### Power grid

The bar under the picture is 50 microns long. Pins as bars on the die edge. Tap cells in grey.
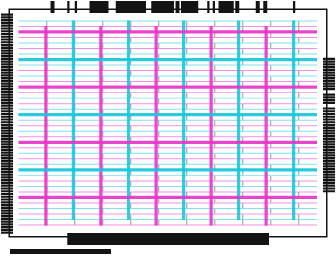
### Placed cells, one colour a class

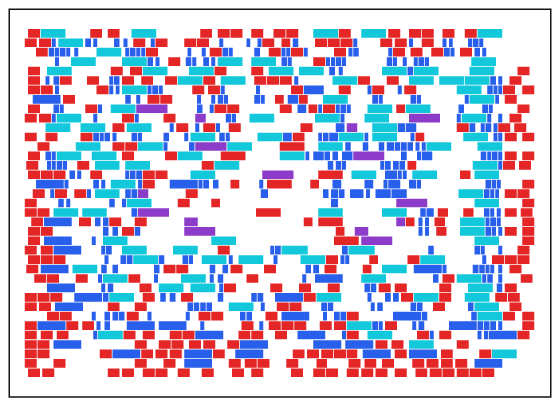
### Routed clock nets over the placement

The bar under the picture is 50 microns long.
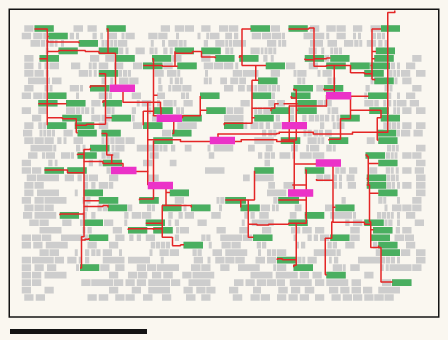
### Signal wires by layer

The bar under the picture is 50 microns long. Only two layers are drawn.
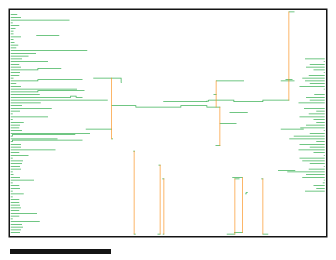
### The clock network

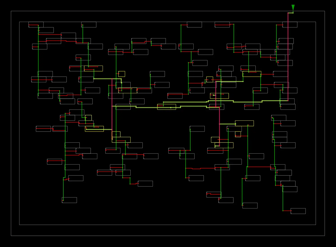
**src/rtl/io_bus_controller.sv**
```systemverilog
// Multi-channel IO bus controller: decodes a channel from the core address, runs a
// req/ack handshake with timeout, and stalls the core until the access completes.
module io_bus_controller #(
  parameter int DATA_W     = 32,
  parameter int ADDR_W     = 32,
  parameter int N_CH       = 4,
  parameter int CH_SEL_LSB = 28,
  parameter int TIMEOUT    = 15
) (
  input  logic                     clk,
  input  logic                     reset,
  input  logic [ADDR_W-1:0]        core_address,
  input  logic [DATA_W-1:0]        core_write_value,
  output logic [DATA_W-1:0]        core_read_value,
  input  logic                     core_write_en,
  input  logic                     core_read_en,
  output logic                     core_stall,
  output logic [N_CH-1:0]          ch_req,
  output logic                     ch_we,
  output logic [ADDR_W-1:0]        ch_addr,
  output logic [DATA_W-1:0]        ch_wdata,
  input  logic [N_CH*DATA_W-1:0]   ch_rdata,
  input  logic [N_CH-1:0]          ch_ack,
  output logic                     err_timeout,
  output logic                     err_decode,
  input  logic                     err_clear
);

  localparam int          CW       = (N_CH > 1) ? $clog2(N_CH) : 1;
  localparam logic [CW:0] N_CH_L   = (CW+1)'(N_CH);
  localparam logic [7:0]  CNT_LAST = 8'(TIMEOUT - 1);

  typedef enum logic [1:0] {IDLE, REQ, DONE} state_t;

  state_t              r_state;
  state_t              w_state_next;
  logic [CW-1:0]       r_sel;
  logic [7:0]          r_cnt;

  logic                w_start;
  logic [CW-1:0]       w_sel_in;
  logic                w_sel_ok;
  logic [N_CH-1:0]     w_sel_hit;
  logic                w_ack_sel;
  logic [DATA_W-1:0]   w_rdata_sel;
  logic                w_timeout;
  logic                w_set_decode;
  logic                w_set_timeout;

  assign w_start   = core_read_en | core_write_en;
  assign w_sel_in  = core_address[CH_SEL_LSB +: CW];
  assign w_sel_ok  = ({1'b0, w_sel_in} < N_CH_L);
  // r_cnt counts completed REQ cycles, so this is the TIMEOUT-th REQ cycle
  assign w_timeout = (r_cnt == CNT_LAST);

  genvar gi;
  generate
    for (gi = 0; gi < N_CH; gi++) begin : g_ch
      assign w_sel_hit[gi] = (r_sel == CW'(gi));
    end
  endgenerate

  always_comb begin
    w_ack_sel   = 1'b0;
    w_rdata_sel = '0;
    for (int k = 0; k < N_CH; k++) begin
      if (w_sel_hit[k]) begin
        w_ack_sel   = ch_ack[k];
        w_rdata_sel = ch_rdata[k*DATA_W +: DATA_W];
      end
    end
  end

  always_ff @(posedge clk) begin
    if (reset) begin
      r_state <= IDLE;
    end else begin
      r_state <= w_state_next;
    end
  end

  always_comb begin
    w_state_next = r_state;
    core_stall   = 1'b0;
    ch_req       = '0;
    case (r_state)
      IDLE: begin
        if (w_start) begin
          core_stall   = 1'b1;
          w_state_next = w_sel_ok ? REQ : DONE;
        end
      end
      REQ: begin
        core_stall = 1'b1;
        ch_req     = w_sel_hit;
        if (w_ack_sel || w_timeout) begin
          w_state_next = DONE;
        end
      end
      DONE: begin
        w_state_next = IDLE;
      end
      default: begin
        w_state_next = IDLE;
      end
    endcase
  end

  assign w_set_decode  = (r_state == IDLE) && w_start && !w_sel_ok;
  assign w_set_timeout = (r_state == REQ) && !w_ack_sel && w_timeout;

  always_ff @(posedge clk) begin
    if (reset) begin
      r_sel           <= '0;
      r_cnt           <= '0;
      ch_we           <= 1'b0;
      ch_addr         <= '0;
      ch_wdata        <= '0;
      core_read_value <= '0;
    end else begin
      case (r_state)
        IDLE: begin
          if (w_start) begin
            ch_addr  <= core_address;
            ch_wdata <= core_write_value;
            ch_we    <= core_write_en;
            r_sel    <= w_sel_in;
            r_cnt    <= '0;
            if (!w_sel_ok && !core_write_en) begin
              core_read_value <= '0;
            end
          end
        end
        REQ: begin
          r_cnt <= r_cnt + 8'd1;
          // An ack on the final allowed cycle still completes the access cleanly
          if (w_ack_sel) begin
            if (!ch_we) begin
              core_read_value <= w_rdata_sel;
            end
          end else if (w_timeout) begin
            if (!ch_we) begin
              core_read_value <= '0;
            end
          end
        end
        default: begin
        end
      endcase
    end
  end

  // Sticky error flags; a new error outranks a simultaneous clear
  always_ff @(posedge clk) begin
    if (reset) begin
      err_decode  <= 1'b0;
      err_timeout <= 1'b0;
    end else begin
      err_decode  <= w_set_decode  | (err_decode  & ~err_clear);
      err_timeout <= w_set_timeout | (err_timeout & ~err_clear);
    end
  end

endmodule
```
**config.mk**
```make
export PLATFORM = sky130hd
export DESIGN_NAME = io_bus_controller
export DESIGN_NICKNAME = d
export VERILOG_FILES = /design/src/rtl/io_bus_controller.sv
export SDC_FILE = /design/constraint.sdc
export NUM_CORES = 1
export LEC_CHECK = 0
export CAP_MARGIN = 20
export CORE_ASPECT_RATIO = 0.7
export CORE_MARGIN = 4
export CORE_UTILIZATION = 31
export CTS_CLUSTER_DIAMETER = 50
export DETAILED_ROUTE_END_ITERATION = 8
export PLACE_DENSITY_LB_ADDON = 0.08
export SLEW_MARGIN = 10
export SYNTH_ARGS = -nofsm -noshare
export SYNTH_HDL_FRONTEND = slang
export SYNTH_SLANG_ARGS = --single-unit
export TNS_END_PERCENT = 50
```
**constraint.sdc**
```tcl
create_clock -name clk -period 2 [get_ports clk]
set_input_delay 0.4 -clock clk [delete_from_list [all_inputs] [get_ports clk]]
set_output_delay 0.4 -clock clk [all_outputs]
set_load 0.02 [all_outputs]
```
==> metrics.cfg <==
[clock_network]
cts_root_buffer=clkbuf_16

[grt]
grtUsageTotal_pct=19.3
grt_pass1_vias=5172
grt_max_degree=69

[setup_path]
slowest_stage=clkdlybuf4s50_1
cp-startpoint=core_write_en
crit_path_start_kind=input pin
cp_cell_sequence=clkdlybuf4s50_1, o21ai_4, nand2_1, dlygate4sd2_1

[sta]
hold_ws_ps=435
slew_violations=0
fin_skew_ps=10.5
relSlewSlack_pct=50.9

[route]
post_drt_wl_per_cell_microns=16.7
dr_wl_met3_mm=1.38
met2WireLength_mm=8.57
drt-vias-per-instance=4.82

[yosys]
enable_flop_cells=0
ys_chip_area_sq_mm=0.00474
flop_cell=dfxtp_1

[status]
status=finished, final reports clean

[flow_run]
cap_violations=0

[die]
dieArea_sq_mm=0.0174

Back to the opening pictures, 'Power grid':
cyan -> VDD
magenta -> VSS
tap cells = 195
signal pins = 305
rows = 37

Back to the opening pictures, 'Placed cells, one colour a class':
purple -> clock drivers and dummy loads  # cells 15
cyan -> flops  # cells 109
red -> other buffers and delay cells  # cells 325
blue -> combinational and other logic  # cells 385

Back to the opening pictures, 'Routed clock nets over the placement':
red -> clock wires  # length 1320 microns
green -> flip-flops  # count 109
magenta -> clock drivers  # count 9
flops lie = all over the die
routed clock nets = 10

Back to the opening pictures, 'Signal wires by layer':
orange -> metal 4  # wire length 289 microns
green -> metal 3  # wire length 1380 microns

Back to the opening pictures, 'The clock network':
CTS Buf Count: 9
Clock Sinks: 109

critical path, delay by kind of cell:
family          cells  cell delay (ps)
buf+inv             2              800
simple gates        1              100
compound gates      1              190
sequential cells by signal, indices dropped and copies added (netlist names):
name / cells
r_state: 2
ch_we: 1
err_decode: 1
r_cnt: 8
ch_addr: 32
core_read_value: 32
err_timeout: 1
ch_wdata: 32
final cells by class:
class,count,area [sq um]
Clock inverter,6,56.3
Clock buffer,9,225
Fill cell,1339,6460
Tap cell,195,244
Inverter,2,7.51
Sequential cell,109,2180
Timing Repair Buffer,325,3280
Multi-Input combinational cell,383,2350
cell families after synthesis:
| family | share of synthesized area [%] |
|---|---|
| muxes | 15.9 |
| buffers and inverters | 4.59 |
| xor gates and xnor gates | 0.185 |
| and+or+nand+nor | 20.6 |
| DFF | 46.0 |
| adders and majority gates | 0.528 |
| AOI/OAI and AO/OA | 12.2 |
repair_timing:
action | CTS | global route
hold buffers | 0 | 0
gates resized | 8 | 0
endpoints found under the setup margin | 7 | 0
per-stage QoR:
step	std cells	area, sq um	utilization (%)	worst slack (ps)	power [W]
floorplan	540	4740	-	242	0.00326
global placement	1014	8070	54.5	-168	0.00417
detailed placement	1014	8070	54.5	-176	0.00420
CTS	1029	8350	56.4	79.8	0.00591
global route	1029	8350	56.4	21.1	0.00613
finish	1029	8350	56.4	113	0.00583
worst max-delay path by stage:
stage / slack, ps / end
finish: 110 / core_stall
global route: 20 / ch_req[2]
CTS: 80 / core_stall
detailed placement: -180 / core_stall
global placement: -170 / core_stall
floorplan: 240 / ch_req[2]
report_power, final:
part | internal, W | total, W | leakage, nW | switching (W)
combinational | 0.000931 | 0.00170 | 1.99 | 0.000768
clock | 0.000865 | 0.00170 | 0.136 | 0.000839
sequential | 0.00233 | 0.00242 | 0.894 | 0.0000920
No activity file was given, so power comes from the tool's default toggle rates.
